`config.mk`:
```
export PLATFORM = sky130hd
export DESIGN_NAME = mem_stage_ctrl
export DESIGN_NICKNAME = d
export VERILOG_FILES = /design/src/rtl/mem_stage_ctrl.sv
export SDC_FILE = /design/constraint.sdc
export NUM_CORES = 1
export LEC_CHECK = 0
export CAP_MARGIN = 20
export CORE_MARGIN = 2
export CORE_UTILIZATION = 40
export CTS_BUF_LIST = sky130_fd_sc_hd__clkbuf_16
export DETAILED_ROUTE_END_ITERATION = 12
export GPL_ROUTABILITY_DRIVEN = 0
export PLACE_DENSITY = 0.76
export SETUP_SLACK_MARGIN = 0.4
export SLEW_MARGIN = 20
export SYNTH_ARGS = -nofsm -noshare
export SYNTH_HDL_FRONTEND = slang
export SYNTH_SLANG_ARGS = --single-unit
export TNS_END_PERCENT = 10
```
`constraint.sdc`:
```
create_clock -name clk -period 2.05 [get_ports clk]
set_input_delay 0.41 -clock clk [delete_from_list [all_inputs] [get_ports clk]]
set_output_delay 0.41 -clock clk [all_outputs]
set_load 0.01 [all_outputs]
```
`src/rtl/mem_stage_ctrl.sv`:
```
// Memory stage controller: issues word accesses to a variable-latency data memory,
// stalls upstream while an access is outstanding, and registers results toward writeback.
module mem_stage_ctrl #(
    parameter int          TIMEOUT  = 16,
    parameter logic [15:0] RESET_PC = 16'h0000
) (
    input  logic        clk,
    input  logic        rst,
    input  logic [15:0] ALU_Out,
    input  logic [15:0] WrData_2ff,
    input  logic [15:0] PC_2ff,
    input  logic        MemWrt_2ff,
    input  logic        MemRead_2ff,
    input  logic        Halt_2ff,
    input  logic        Valid_2ff,
    output logic        mem_req,
    output logic        mem_we,
    output logic [15:0] mem_addr,
    output logic [15:0] mem_wdata,
    input  logic [15:0] mem_rdata,
    input  logic        mem_done,
    output logic        Stall,
    output logic [15:0] MemOut_3ff,
    output logic [15:0] ALU_Out_3ff,
    output logic [15:0] PC_3ff,
    output logic        Valid_3ff,
    output logic        Err_3ff,
    output logic        Halt_3ff
);

    localparam int CW = $clog2(TIMEOUT + 1);

    typedef enum logic [1:0] {IDLE, BUSY, HALTED} state_t;

    state_t        state;
    logic [CW-1:0] count;
    logic          we_q;
    logic [15:0]   addr_q;
    logic [15:0]   wdata_q;
    logic          is_mem;
    logic          illegal;
    logic          issue;

    // NOTE: every always_comb output gets a value on every path so no latch is inferred.
    always_comb begin
        is_mem  = MemRead_2ff | MemWrt_2ff;
        illegal = Valid_2ff & is_mem & ((MemRead_2ff & MemWrt_2ff) | ALU_Out[0]);
        issue   = rst & (state == IDLE) & Valid_2ff & is_mem & ~illegal;
    end

    // The request cycle drives the bus straight from execute; BUSY replays the captured copy.
    assign mem_req   = issue;
    assign mem_we    = issue ? MemWrt_2ff : we_q;
    assign mem_addr  = issue ? ALU_Out    : addr_q;
    assign mem_wdata = issue ? WrData_2ff : wdata_q;
    assign Stall     = issue | ((state == BUSY) & ~mem_done) | (state == HALTED);

    // NOTE: sequential state uses non-blocking assignments so every flop samples pre-edge values.
    always_ff @(posedge clk or negedge rst) begin
        if (!rst) begin
            state       <= IDLE;
            count       <= '0;
            we_q        <= 1'b0;
            addr_q      <= 16'h0000;
            wdata_q     <= 16'h0000;
            MemOut_3ff  <= 16'h0000;
            ALU_Out_3ff <= 16'h0000;
            PC_3ff      <= RESET_PC;
            Valid_3ff   <= 1'b0;
            Err_3ff     <= 1'b0;
            Halt_3ff    <= 1'b0;
        end else begin
            case (state)
                IDLE: begin
                    if (!Valid_2ff) begin
                        Valid_3ff <= 1'b0;
                        Err_3ff   <= 1'b0;
                    end else if (illegal) begin
                        PC_3ff    <= PC_2ff;
                        Valid_3ff <= 1'b1;
                        Err_3ff   <= 1'b1;
                        Halt_3ff  <= 1'b1;
                        state     <= HALTED;
                    end else if (is_mem) begin
                        we_q      <= MemWrt_2ff;
                        addr_q    <= ALU_Out;
                        wdata_q   <= WrData_2ff;
                        count     <= CW'(1);
                        Valid_3ff <= 1'b0;
                        Err_3ff   <= 1'b0;
                        state     <= BUSY;
                    end else begin
                        ALU_Out_3ff <= ALU_Out;
                        PC_3ff      <= PC_2ff;
                        MemOut_3ff  <= 16'h0000;
                        Valid_3ff   <= 1'b1;
                        Err_3ff     <= 1'b0;
                        if (Halt_2ff) begin
                            Halt_3ff <= 1'b1;
                            state    <= HALTED;
                        end
                    end
                end
                BUSY: begin
                    if (mem_done) begin
                        MemOut_3ff  <= MemRead_2ff ? mem_rdata : 16'h0000;
                        ALU_Out_3ff <= ALU_Out;
                        PC_3ff      <= PC_2ff;
                        Valid_3ff   <= 1'b1;
                        Err_3ff     <= 1'b0;
                        if (Halt_2ff) begin
                            Halt_3ff <= 1'b1;
                            state    <= HALTED;
                        end else begin
                            state <= IDLE;
                        end
                    end else if (count == CW'(TIMEOUT)) begin
                        PC_3ff    <= PC_2ff;
                        Valid_3ff <= 1'b1;
                        Err_3ff   <= 1'b1;
                        Halt_3ff  <= 1'b1;
                        state     <= HALTED;
                    end else begin
                        count <= count + CW'(1);
                    end
                end
                HALTED: begin
                    Valid_3ff <= 1'b0;
                    Err_3ff   <= 1'b0;
                end
                default: state <= IDLE;
            endcase
        end
    end

endmodule

```
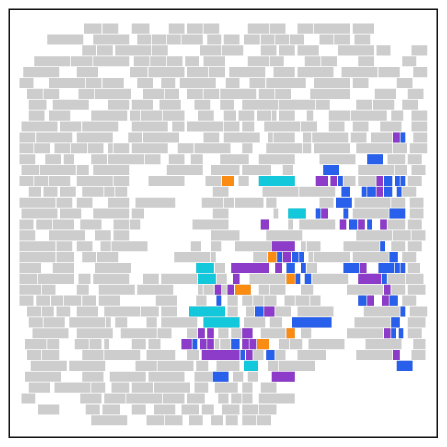
Fig. 1. Logic cells by family (run 1).
Scale: 4 px per um.
adder and majority cells -> cyan  # cells 7
NAND gates -> blue  # cells 47, most used nand2_1
inverting AOI/OAI gates -> purple  # cells 36, most used o21ai_1
AND and OR gates -> orange  # cells 6

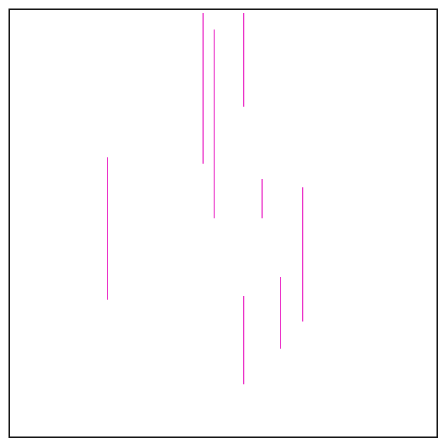
Fig. 2. M4 wires (run 1).
Scale: 4 px per um.
main direction = vertical
longest straight run = 46.9 um
wire length on this layer = 225 um
nets with wire on the layer = 6
total routed wirelength: 11.34 mm
vias post-DR: 3341

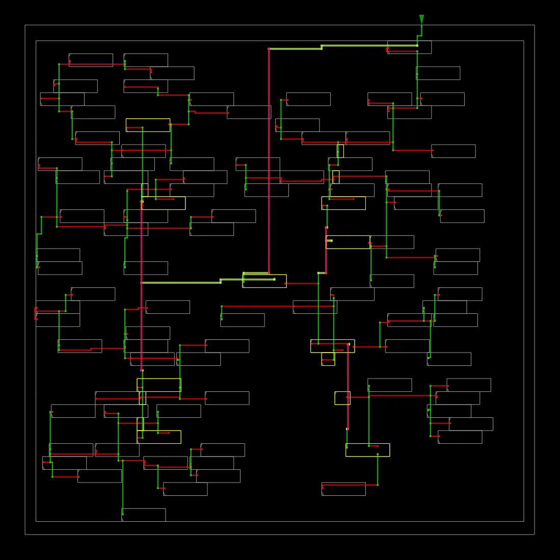
Fig. 3. Clock nets (run 1).
final setup skew: 5.784 ps
clock network power consumption: 0.00146 W
Skew-Pair Late Insertion Delay: 330 ps
clock tree sinks: 91

==> out/summary.rpt, run 1 <==
===============================================================================
Relative area of clock buffers and inverters in the final design .       3.643%
Setup slack of the most critical reg-to-reg path .................       -50 ps
Violated checks .................................................. setup timing
Clk pin slew, worst setup/hold paths .............................        60 ps
RSZ-0062 raised after global routing .............................          yes
Total tool warning count .........................................           33
Inserted Clock Buffers ...........................................            9
Synth Area in XOR/XNOR ...........................................      0.3859%
Routed wire length on met2 .......................................     5.701 mm
CTS Hold Bufs ....................................................            0
Top cell type by instance count after synthesis .................. sky130_fd_sc_hd__dfrtp_1
Non-Filler Cell Area, Final ......................................     7144 um2
Final critical-path setup slack ..................................    -494.5 ps
Yosys adder share ................................................       2.018%
Flop share of the area ...........................................       31.87%
Fmax .............................................................   0.3930 GHz
Tap Cells ........................................................          136
Global-route wire length before repair ...........................     17.74 mm
Arr. time, crit path .............................................      2130 ps
Critical-path cell with the highest stage delay .................. sky130_fd_sc_hd__dfrtp_1
Dpl cell area ....................................................     6271 um2
Final std cells w/o fill .........................................          668
Global route hottest layer .......................................         met2
Die Y ............................................................     106.7 um
Count of nets left with antenna violations after detail routing ..            0
AND/OR/NAND/NOR Cells, Area Fraction .............................       7.361%
Highest signal layer in the routed design ........................         met4
Worst hold slack .................................................     174.2 ps
Net total in the final layout ....................................          604
DIE WIDTH ........................................................     106.7 um
Total power consumption of the routed design .....................   0.009772 W
Sequential Area ..................................................     2277 um2
Non-clk invs .....................................................            4
Largest delay share family, worst path ........................... buffers and inverters
ANT cells ........................................................            0
Result of the run ................................................ finished with violations
Critical path buffer and inverter count ..........................            5
Largest net degree at the start of global routing ................           50
Std-Cell Core Area ...............................................    10280 um2
Final setup vio count ............................................           51
Worst Path Class, Setup .......................................... flop to primary output
Area added between synthesis and finish ..........................       69.49%
===============================================================================
==> run 1: worst register-to-register path, stage by stage, from the launching register on <==
cell,delay (ps)
sky130_fd_sc_hd__dfrtp_1,390
sky130_fd_sc_hd__buf_4,140
sky130_fd_sc_hd__buf_4,140
sky130_fd_sc_hd__ha_4,160
sky130_fd_sc_hd__nor2b_1,140
sky130_fd_sc_hd__buf_4,170
sky130_fd_sc_hd__a221oi_4,310
sky130_fd_sc_hd__buf_12,220
sky130_fd_sc_hd__mux2_4,330
==> run 1: power breakdown <==
group / leakage, nW / switching, W / internal [W]
logic: 2.25 / 0.00212 / 0.00320
registers: 1.12 / 0.000434 / 0.00256
clock network: 0.127 / 0.000653 / 0.000804
Fig. 4: run 1, routed metal, one color a layer
Scale: 2 px per um. Only two layers are drawn.
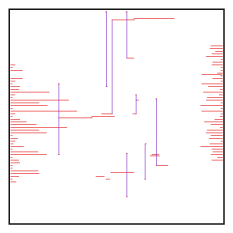

==> run 1 -> run 2 <==
--- a/config.mk
+++ b/config.mk
@@ -7,11 +7,11 @@
 export LEC_CHECK = 0
 export CAP_MARGIN = 20
 export CORE_MARGIN = 2
-export CORE_UTILIZATION = 40
-export CTS_BUF_LIST = sky130_fd_sc_hd__clkbuf_16
+export CORE_UTILIZATION = 41
+export CTS_BUF_LIST = sky130_fd_sc_hd__clkbuf_2 sky130_fd_sc_hd__clkbuf_4 sky130_fd_sc_hd__clkbuf_8
 export DETAILED_ROUTE_END_ITERATION = 12
 export GPL_ROUTABILITY_DRIVEN = 0
-export PLACE_DENSITY = 0.76
+export PLACE_DENSITY = 0.78
 export SETUP_SLACK_MARGIN = 0.4
 export SLEW_MARGIN = 20
 export SYNTH_ARGS = -nofsm -noshare
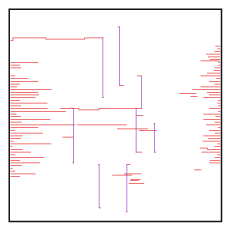
Fig. 5. Routed metal, one color a layer (run 2).
Scale: 2 px per um. Only two layers are drawn.
met4 -> purple  # wire length 184 um
met3 -> red  # wire length 818 um
average wire per standard cell: 16.41 um
total routed wirelength: 10.99 mm
total global routing track utilization: 20.11%

==> out/summary.rpt, run 2 <==
==============================================================================
Setup slack of the most critical reg-to-reg path ................      -200 ps   -150 ps
Critical-path cell with the highest stage delay ................. sky130_fd_sc_hd__dfrtp_1
Count of nets left with antenna violations after detail routing .            0   unchanged
Relative contribution of sequential cells to total power ........        32.8%   +2.1 points
Worst hold slack ................................................     129.2 ps   -45.00 ps
Std-Cell Core Area ..............................................    10140 um2   -1.4%
Result of the run ............................................... finished with violations
Combinational group power .......................................    0.00486 W   -8.6%
Skew-Pair Late Insertion Delay ..................................       350 ps   +20 ps
Total tool warning count ........................................           33   unchanged
Area added between synthesis and finish .........................       59.75%
Clock network power consumption .................................    0.00121 W   -17%
Clock tree sinks ................................................           91   unchanged
ANT cells .......................................................            0   unchanged
Non-Filler Cell Area, Final .....................................     6734 um2   -5.7%
Cell count after synthesis ......................................          331
Sw Share ........................................................       33.06%   +0.28 points
Dpl cell area ...................................................     6256 um2   -0.24%
Sequential Area .................................................     2277 um2   unchanged
Worst Path Class, Setup ......................................... flop to primary output
Final setup vio count ...........................................           67   +31%
Largest delay share family, worst path .......................... buffers and inverters
Final setup skew ................................................     8.363 ps   +2.579 ps
Vias post-DR ....................................................         3334   -0.21%
Relative contribution of the clock network to total power .......        13.4%   -1.5 points
Final critical-path setup slack .................................    -489.0 ps   +5.506 ps
Internal Pwr Total ..............................................   0.006047 W   -7.9%
Largest net degree at the start of global routing ...............           51   +2.0%
Global route hottest layer ......................................         met2
Inserted Clock Buffers ..........................................            9   unchanged
Top cell type by instance count after synthesis ................. sky130_fd_sc_hd__dfrtp_1
Total power consumption of the routed design ....................   0.009035 W   -7.5%
Seq. pwr ........................................................    0.00296 W   -1%
Die Y ...........................................................     105.4 um   -1.2%
Violated checks ................................................. setup timing
Critical path buffer and inverter count .........................            4   -1
Relative contribution of combinational cells to total power .....        53.8%   -0.6 points
Final std cells w/o fill ........................................          670   +0.30%
Net total in the final layout ...................................          606   +0.33%
Routed wire length on met2 ......................................     5.504 mm   -3.5%
Arr. time, crit path ............................................      2130 ps   about the same
Global-route wire length before repair ..........................     17.80 mm   +0.32%
Net load switching power ........................................   0.002987 W   -6.8%
Leading power group ............................................. combinational cells
Fmax ............................................................   0.3939 GHz   +0.22%
CTS Hold Bufs ...................................................            0   unchanged
Clk pin slew, worst setup/hold paths ............................        90 ps   +30 ps
DIE WIDTH .......................................................     105.4 um   -1.2%
RSZ-0062 raised after global routing ............................          yes
Highest signal layer in the routed design .......................         met4
==============================================================================
run 2: cell counts after synthesis:
No cell type changed its count.
run 2: cell families (layout without fill, tap and decap cells):
logic type,count (synthesis),after routing,synth area share [%]
simple gates,65,65,7.362
compound gates,48,48,7.539
fa+ha+maj,7,7,2.018
buf+inv,23,226,3.027
mux,96,96,25.65
xor+xnor,1,1,0.3860
flops,91,91,54.02
run 2: timing repair:
action / 4_1_cts / 5_1_grt
endpoints found under the setup margin: 174 / 127
gates cloned: 2 / 1
pin swaps: 5 / 6
buffers inserted: 8 / 6
resized: 230 / 32
run 2: area by class of cell:
class,count,share of cell area [%]
multi-input combinational,217,30.17
inverter,4,0.2230
clock buffer,10,1.951
tap,136,2.527
timing repair buffer,206,30.34
sequential,91,33.82
clock inverter,6,0.9662
==> run 2 -> run 3 <==
--- a/config.mk
+++ b/config.mk
@@ -9,6 +9,7 @@
 export CORE_MARGIN = 2
 export CORE_UTILIZATION = 41
 export CTS_BUF_LIST = sky130_fd_sc_hd__clkbuf_2 sky130_fd_sc_hd__clkbuf_4 sky130_fd_sc_hd__clkbuf_8
+export CTS_CLUSTER_DIAMETER = 150
 export DETAILED_ROUTE_END_ITERATION = 12
 export GPL_ROUTABILITY_DRIVEN = 0
 export PLACE_DENSITY = 0.78
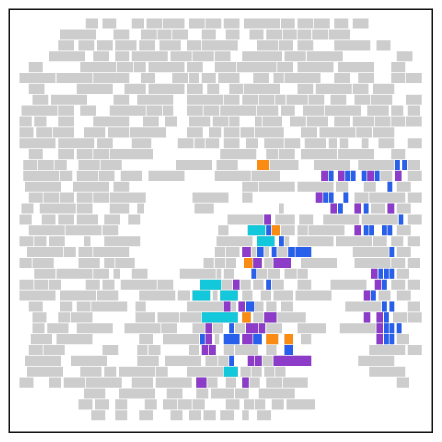
Fig. 6. Logic cells by family (run 3).
Scale: 4 px per um.
AND and OR gates -> orange  # cells 6
inverting AOI/OAI gates -> purple  # cells 36, most used o21ai_0
NAND gates -> blue  # cells 47, most used nand2_1
adder and majority cells -> cyan  # cells 7, most used ha_1

==> out/summary.rpt, run 3 <==
===============================================================================
Final setup vio count ............................................           67   unchanged
Highest signal layer in the routed design ........................         met4
Worst Path Class, Setup .......................................... flop to primary output
Violated checks .................................................. setup timing
Total of clock buffers placed in the layout ......................           10   unchanged
Final setup skew .................................................     8.363 ps   unchanged
Net total in the final layout ....................................          606   unchanged
Clk pin slew, worst setup/hold paths .............................        90 ps   about the same
Largest delay share family, worst path ........................... buffers and inverters
Global-route wire length before repair ...........................     17.80 mm   unchanged
Number of ordinary and repair buffers in the finished layout .....          206   unchanged
Non-clk invs .....................................................            4   unchanged
Dpl cell area ....................................................     6256 um2   unchanged
Count of nets left with antenna violations after detail routing ..            0   unchanged
Total routed wirelength ..........................................     10.99 mm   unchanged
Total tool warning count .........................................           33   unchanged
Relative area of clock buffers and inverters in the final design .       2.917%   unchanged
Relative contribution of the clock network to total power ........        13.4%   about the same
Cell count after synthesis .......................................          331   unchanged
Final std cells w/o fill .........................................          670   unchanged
Synth Area in XOR/XNOR ...........................................      0.3859%   unchanged
Relative contribution of sequential cells to total power .........        32.8%   about the same
Dominant kind of cell by area .................................... sequential cells
Total power consumption of the routed design .....................   0.009035 W   unchanged
Worst hold slack .................................................     129.2 ps   unchanged
Critical path buffer and inverter count ..........................            4   unchanged
Area added between synthesis and finish ..........................       59.75%   unchanged
RSZ-0062 raised after global routing .............................          yes
Internal Pwr Total ...............................................   0.006047 W   unchanged
Skew-Pair Late Insertion Delay ...................................       350 ps   about the same
Sw Share .........................................................       33.06%   unchanged
Global route hottest layer .......................................         met2
Share of cell area taken by muxes after synthesis ................       25.65%   unchanged
Arr. time, crit path .............................................      2130 ps   about the same
Std-Cell Core Area ...............................................    10140 um2   unchanged
Flop share of the area ...........................................       33.82%   unchanged
Largest net degree at the start of global routing ................           51   unchanged
Final critical-path setup slack ..................................    -489.0 ps   unchanged
Fmax .............................................................   0.3939 GHz   unchanged
Seq. pwr .........................................................    0.00296 W   about the same
ANT cells ........................................................            0   unchanged
Net load switching power .........................................   0.002987 W   unchanged
Leading power group .............................................. combinational cells
Fraction of area in multi-input gates ............................       30.17%   unchanged
Result of the run ................................................ finished with violations
===============================================================================
==> run 3: cell counts after synthesis <==
No cell type changed its count.
==> run 3: worst min-delay path by stage <==
| stage | start | to | cells after the start |
|---|---|---|---|
| finish | rst | wdata_q[1]$_DFFE_PN0P_ | 2 |
| global route | rst | wdata_q[4]$_DFFE_PN0P_ | 2 |
| CTS | rst | wdata_q[5]$_DFFE_PN0P_ | 2 |
| detailed placement | Halt_3ff$_DFFE_PN0P_ | Halt_3ff$_DFFE_PN0P_ | 1 |
| global placement | Halt_3ff$_DFFE_PN0P_ | Halt_3ff$_DFFE_PN0P_ | 1 |
| floorplan | rst | ALU_Out_3ff[0]$_DFFE_PN0P_ | 0 |
==> run 3: what timing repair did <==
action	CTS	global route
gates cloned	2	1
setup buffers	8	6
pin swaps	5	6
setup endpoints to repair	174	127
resized	230	32
No activity file was given, so power comes from the tool's default toggle rates.
